Fig. 1: placed cells, one colour a class
Fill, decap, tap and diode cells in grey.
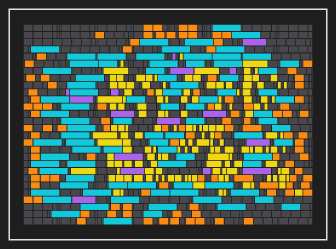
Fig. 2: signal wires by layer
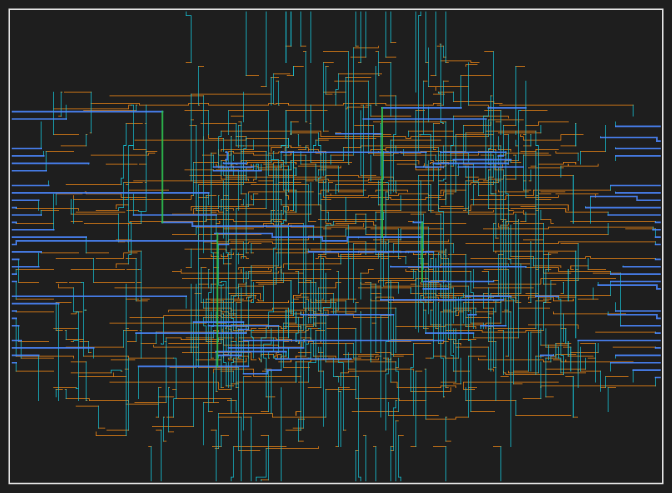
Fig. 3: wires at chosen ports, followed through buffers
The bar under the picture is 20 um long.
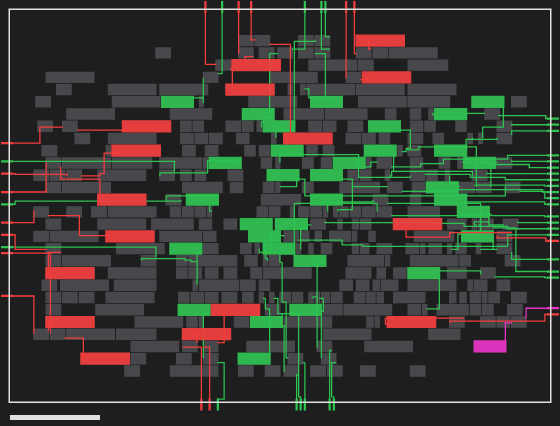
Fig. 4: cell sizes after repair
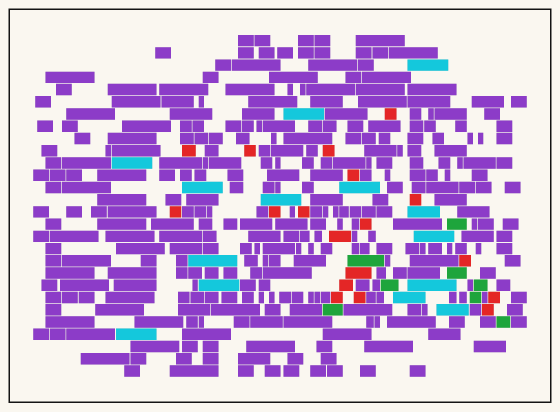
Fig. 5: cell outlines without signal wires
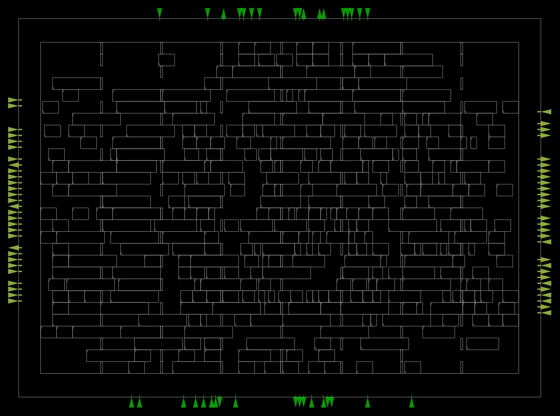
`src/rtl/ext_pipe_if.sv`:
```
// Handshake/operand bundle for ext_pipe: upstream offer channel plus downstream result channel.
// Misalign is present only when EXT_ALIGN_CHK_EN is defined.
interface ext_pipe_if #(
  parameter int W     = 32,
  parameter int IMM_W = 16
);
  localparam int OFF_W = $clog2(W / 8);

  logic             in_valid;
  logic             in_ready;
  logic [2:0]       ExtOp;
  logic [IMM_W-1:0] Imm;
  logic [W-1:0]     LoadWord;
  logic [OFF_W-1:0] AddrLo;
  logic             out_valid;
  logic             out_ready;
  logic [W-1:0]     Result;
`ifdef EXT_ALIGN_CHK_EN
  logic             Misalign;
`endif

  modport master (
    output in_valid, ExtOp, Imm, LoadWord, AddrLo, out_ready,
    input  in_ready, out_valid, Result
`ifdef EXT_ALIGN_CHK_EN
    , input Misalign
`endif
  );

  modport slave (
    input  in_valid, ExtOp, Imm, LoadWord, AddrLo, out_ready,
    output in_ready, out_valid, Result
`ifdef EXT_ALIGN_CHK_EN
    , output Misalign
`endif
  );
endinterface

```
`src/rtl/ext_pipe.sv`:
```
// Two-stage immediate/load-data extension pipeline with valid/ready flow control.
// Optional alignment checking (Misalign output) is enabled by defining EXT_ALIGN_CHK_EN.
module ext_pipe #(
  parameter int W     = 32,
  parameter int IMM_W = 16
) (
  input logic        clk,
  input logic        reset,
  input logic        flush,
  ext_pipe_if.slave  bus
);
  localparam int OFF_W = $clog2(W / 8);

  typedef enum logic [2:0] {
    OP_SEXT = 3'b000,
    OP_ZEXT = 3'b001,
    OP_HIGH = 3'b010,
    OP_LB   = 3'b011,
    OP_LBU  = 3'b100,
    OP_LH   = 3'b101,
    OP_LHU  = 3'b110,
    OP_WORD = 3'b111
  } ext_op_e;

  // Stage 1: registered operands
  logic             s1_valid;
  ext_op_e          s1_op;
  logic [IMM_W-1:0] s1_imm;
  logic [W-1:0]     s1_word;
  logic [OFF_W-1:0] s1_addr;

  // Stage 2: registered result
  logic             s2_valid;
  logic [W-1:0]     result;

  logic             advance;
  logic             s1_open;
  logic [7:0]       b_lane;
  logic [15:0]      h_lane;
  logic [W-1:0]     ext_val;
  logic             bad_align;

  // Both stages move together; S1 may refill in the same cycle it drains.
  assign advance = !s2_valid || bus.out_ready;
  assign s1_open = !s1_valid || advance;

  assign bus.in_ready  = s1_open;
  assign bus.out_valid = s2_valid;
  assign bus.Result    = result;

  assign b_lane = s1_word[{s1_addr, 3'b000} +: 8];
  assign h_lane = s1_word[{s1_addr[OFF_W-1:1], 4'b0000} +: 16];

`ifdef EXT_ALIGN_CHK_EN
  logic misalign;
  assign bus.Misalign = misalign;
  assign bad_align = ((s1_op == OP_LH || s1_op == OP_LHU) && s1_addr[0]) ||
                     (s1_op == OP_WORD && s1_addr != '0);
`else
  assign bad_align = 1'b0;
`endif

  always_comb begin
    // NOTE: default assignment first so every path drives ext_val and no latch is inferred.
    ext_val = '0;
    unique case (s1_op)
      OP_SEXT: ext_val = {{(W-IMM_W){s1_imm[IMM_W-1]}}, s1_imm};
      OP_ZEXT: ext_val = {{(W-IMM_W){1'b0}}, s1_imm};
      OP_HIGH: ext_val = {s1_imm, {(W-IMM_W){1'b0}}};
      OP_LB:   ext_val = {{(W-8){b_lane[7]}}, b_lane};
      OP_LBU:  ext_val = {{(W-8){1'b0}}, b_lane};
      OP_LH:   ext_val = {{(W-16){h_lane[15]}}, h_lane};
      OP_LHU:  ext_val = {{(W-16){1'b0}}, h_lane};
      OP_WORD: ext_val = s1_word;
      default: ext_val = '0;
    endcase
    if (bad_align) ext_val = '0;
  end

  // Control state and result register; flush clears valids only, leaving data intact.
  always_ff @(posedge clk) begin
    // NOTE: non-blocking assignments for all state so every register samples pre-edge values.
    if (reset) begin
      s1_valid <= 1'b0;
      s2_valid <= 1'b0;
      result   <= '0;
`ifdef EXT_ALIGN_CHK_EN
      misalign <= 1'b0;
`endif
    end else if (flush) begin
      s1_valid <= 1'b0;
      s2_valid <= 1'b0;
    end else begin
      if (advance) begin
        s2_valid <= s1_valid;
        if (s1_valid) begin
          result <= ext_val;
`ifdef EXT_ALIGN_CHK_EN
          misalign <= bad_align;
`endif
        end
      end
      if (s1_open) s1_valid <= bus.in_valid;
    end
  end

  // NOTE: operand registers carry no reset; they are only observed behind s1_valid.
  always_ff @(posedge clk) begin
    if (!reset && !flush && s1_open && bus.in_valid) begin
      s1_op   <= ext_op_e'(bus.ExtOp);
      s1_imm  <= bus.Imm;
      s1_word <= bus.LoadWord;
      s1_addr <= bus.AddrLo;
    end
  end
endmodule

```
`src/flat_wrapper.sv`:
```
// flat-port wrapper written by rule: the top's interface ports become plain ports
module ext_pipe_flat 
#(
  parameter int W     = 32,
  parameter int IMM_W = 16
)
  (clk, reset, flush, bus_in_valid, bus_ExtOp, bus_Imm, bus_LoadWord, bus_AddrLo, bus_out_ready, bus_in_ready, bus_out_valid, bus_Result);
  ext_pipe_if #(.W(W), .IMM_W(IMM_W)) bus_i ();
  input logic clk;
  input logic reset;
  input logic flush;
  input wire logic [$bits(bus_i.in_valid)-1:0] bus_in_valid;
  input wire logic [$bits(bus_i.ExtOp)-1:0] bus_ExtOp;
  input wire logic [$bits(bus_i.Imm)-1:0] bus_Imm;
  input wire logic [$bits(bus_i.LoadWord)-1:0] bus_LoadWord;
  input wire logic [$bits(bus_i.AddrLo)-1:0] bus_AddrLo;
  input wire logic [$bits(bus_i.out_ready)-1:0] bus_out_ready;
  output wire logic [$bits(bus_i.in_ready)-1:0] bus_in_ready;
  output wire logic [$bits(bus_i.out_valid)-1:0] bus_out_valid;
  output wire logic [$bits(bus_i.Result)-1:0] bus_Result;
  assign bus_i.in_valid = bus_in_valid;
  assign bus_i.ExtOp = bus_ExtOp;
  assign bus_i.Imm = bus_Imm;
  assign bus_i.LoadWord = bus_LoadWord;
  assign bus_i.AddrLo = bus_AddrLo;
  assign bus_i.out_ready = bus_out_ready;
  assign bus_in_ready = bus_i.in_ready;
  assign bus_out_valid = bus_i.out_valid;
  assign bus_Result = bus_i.Result;
  ext_pipe #(.W(W), .IMM_W(IMM_W)) u_core (.clk(clk), .reset(reset), .flush(flush), .bus(bus_i));
endmodule
```
`config.mk`:
```
export PLATFORM = sky130hd
export DESIGN_NAME = ext_pipe_flat
export DESIGN_NICKNAME = d
export VERILOG_FILES = /design/src/rtl/ext_pipe_if.sv /design/src/rtl/ext_pipe.sv /design/src/flat_wrapper.sv
export SDC_FILE = /design/constraint.sdc
export NUM_CORES = 1
export LEC_CHECK = 0
export CAP_MARGIN = 20
export CORE_ASPECT_RATIO = 0.7
export CORE_MARGIN = 5
export CORE_UTILIZATION = 43
export CTS_BUF_LIST = sky130_fd_sc_hd__clkbuf_4 sky130_fd_sc_hd__clkbuf_8 sky130_fd_sc_hd__clkbuf_16
export DETAILED_ROUTE_END_ITERATION = 6
export PLACE_DENSITY_LB_ADDON = 0.3
export SLEW_MARGIN = 30
export SYNTH_ARGS = -nofsm -noshare
export SYNTH_HDL_FRONTEND = slang
export SYNTH_SLANG_ARGS = --single-unit
export TNS_END_PERCENT = 30
```
`constraint.sdc`:
```
create_clock -name clk -period 2.61 [get_ports clk]
set_input_delay 0.783 -clock clk [delete_from_list [all_inputs] [get_ports clk]]
set_output_delay 0.783 -clock clk [all_outputs]
set_load 0.005 [all_outputs]
```
==> run_results.csv <==
group,metric,value,unit
final_layout,logic_gate_count,147,
final_layout,final_area,0.00495,sq mm
drt,wl,9290,um
yosys,yosysWarnings,0,
yosys,ys_sh_adder,0,%
final_layout,signal_buffers,107,
drt,ant_nets,0,
timing,min_period_over_period,94.5,%
clock_tree,path_clk_slew,60,ps
grt,grtUsageMet1,26.3,%
drt,wl_met2,4060,um
grt,antenna_found_initial,0,
drt,wire_per_inst,20.1,um
setup_path,worstRegToRegCells,5,
clock_tree,postCtsHoldBufs,0,
timing,clock_skew,4.63,ps
final_layout,fin_nets,410,
yosys,largest_area_cell,"edfxtp_1",
final_layout,clkbuf_count,10,
drt,detail_route.vias_per_cell,5.81,
setup_path,ff2ff_setup_slack,530,ps
clock_tree,ctsResizeCount,2,
setup_path,cp_slowest_cell,"clkdlybuf4s50_1",
setup_path,cpLargestDelayFamily,"buffers and inverters",
power,power,3220,uW
status,status,"completed",
timing,rsz0062_at_grt,"false",
drt,drtPass1Iterations,5,
yosys,synth_seq_share,62.3,%
yosys,yosysMostFrequentCell,"edfxtp_1",
clock_tree,cts_tree,"yes",
hold_path,min_from,"u_core.bus.Result[0]",
floorplanning,rows,28,
power,powerClk,1370,uW
final_layout,final_common_cell,"clkdlybuf4s50_1",
yosys,synthTopLogicFamily,"AND-OR/OR-AND gates",
floorplanning,die_h,87.1,um
yosys,top_cells_by_area,"edfxtp_1, dfxtp_1, a211oi_1, a221oi_1, mux4_1",
clock_tree,clock_latency,340,ps
About Fig. 1:
- cyan: registers (cells 87)
- yellow: remaining logic cells (cells 147)
- purple: clock drivers and dummy loads (cells 16)
- orange: remaining buffers and delay cells (cells 107)

About Fig. 2:
- green: M4 (wire length 79.6 um)
- blue: M3 (wire length 986 um)
- orange: M1 (wire length 4160 um)
- cyan: M2 (wire length 4060 um)

About Fig. 3:
- red: bus_Imm (bits 16; direction input; end cells 16; buffers 16; wire 407 um)
- magenta: bus_out_valid (bits 1; direction output; end cells 1; buffers 1; wire 12.9 um)
- green: bus_Result (bits 32; direction output; end cells 32; buffers 32; wire 1250 um)

About Fig. 4:
- red: x3 and x4 (cells 18)
- cyan: x6 and larger (cells 14)
- green: x2 (cells 8)
- purple: x1 and smaller (cells 317)

About Fig. 5:
Well Taps: 105
CORE AREA: 0.00837 sq mm
final core utilization: 59.1%

Power and IR drop assume default switching activity.
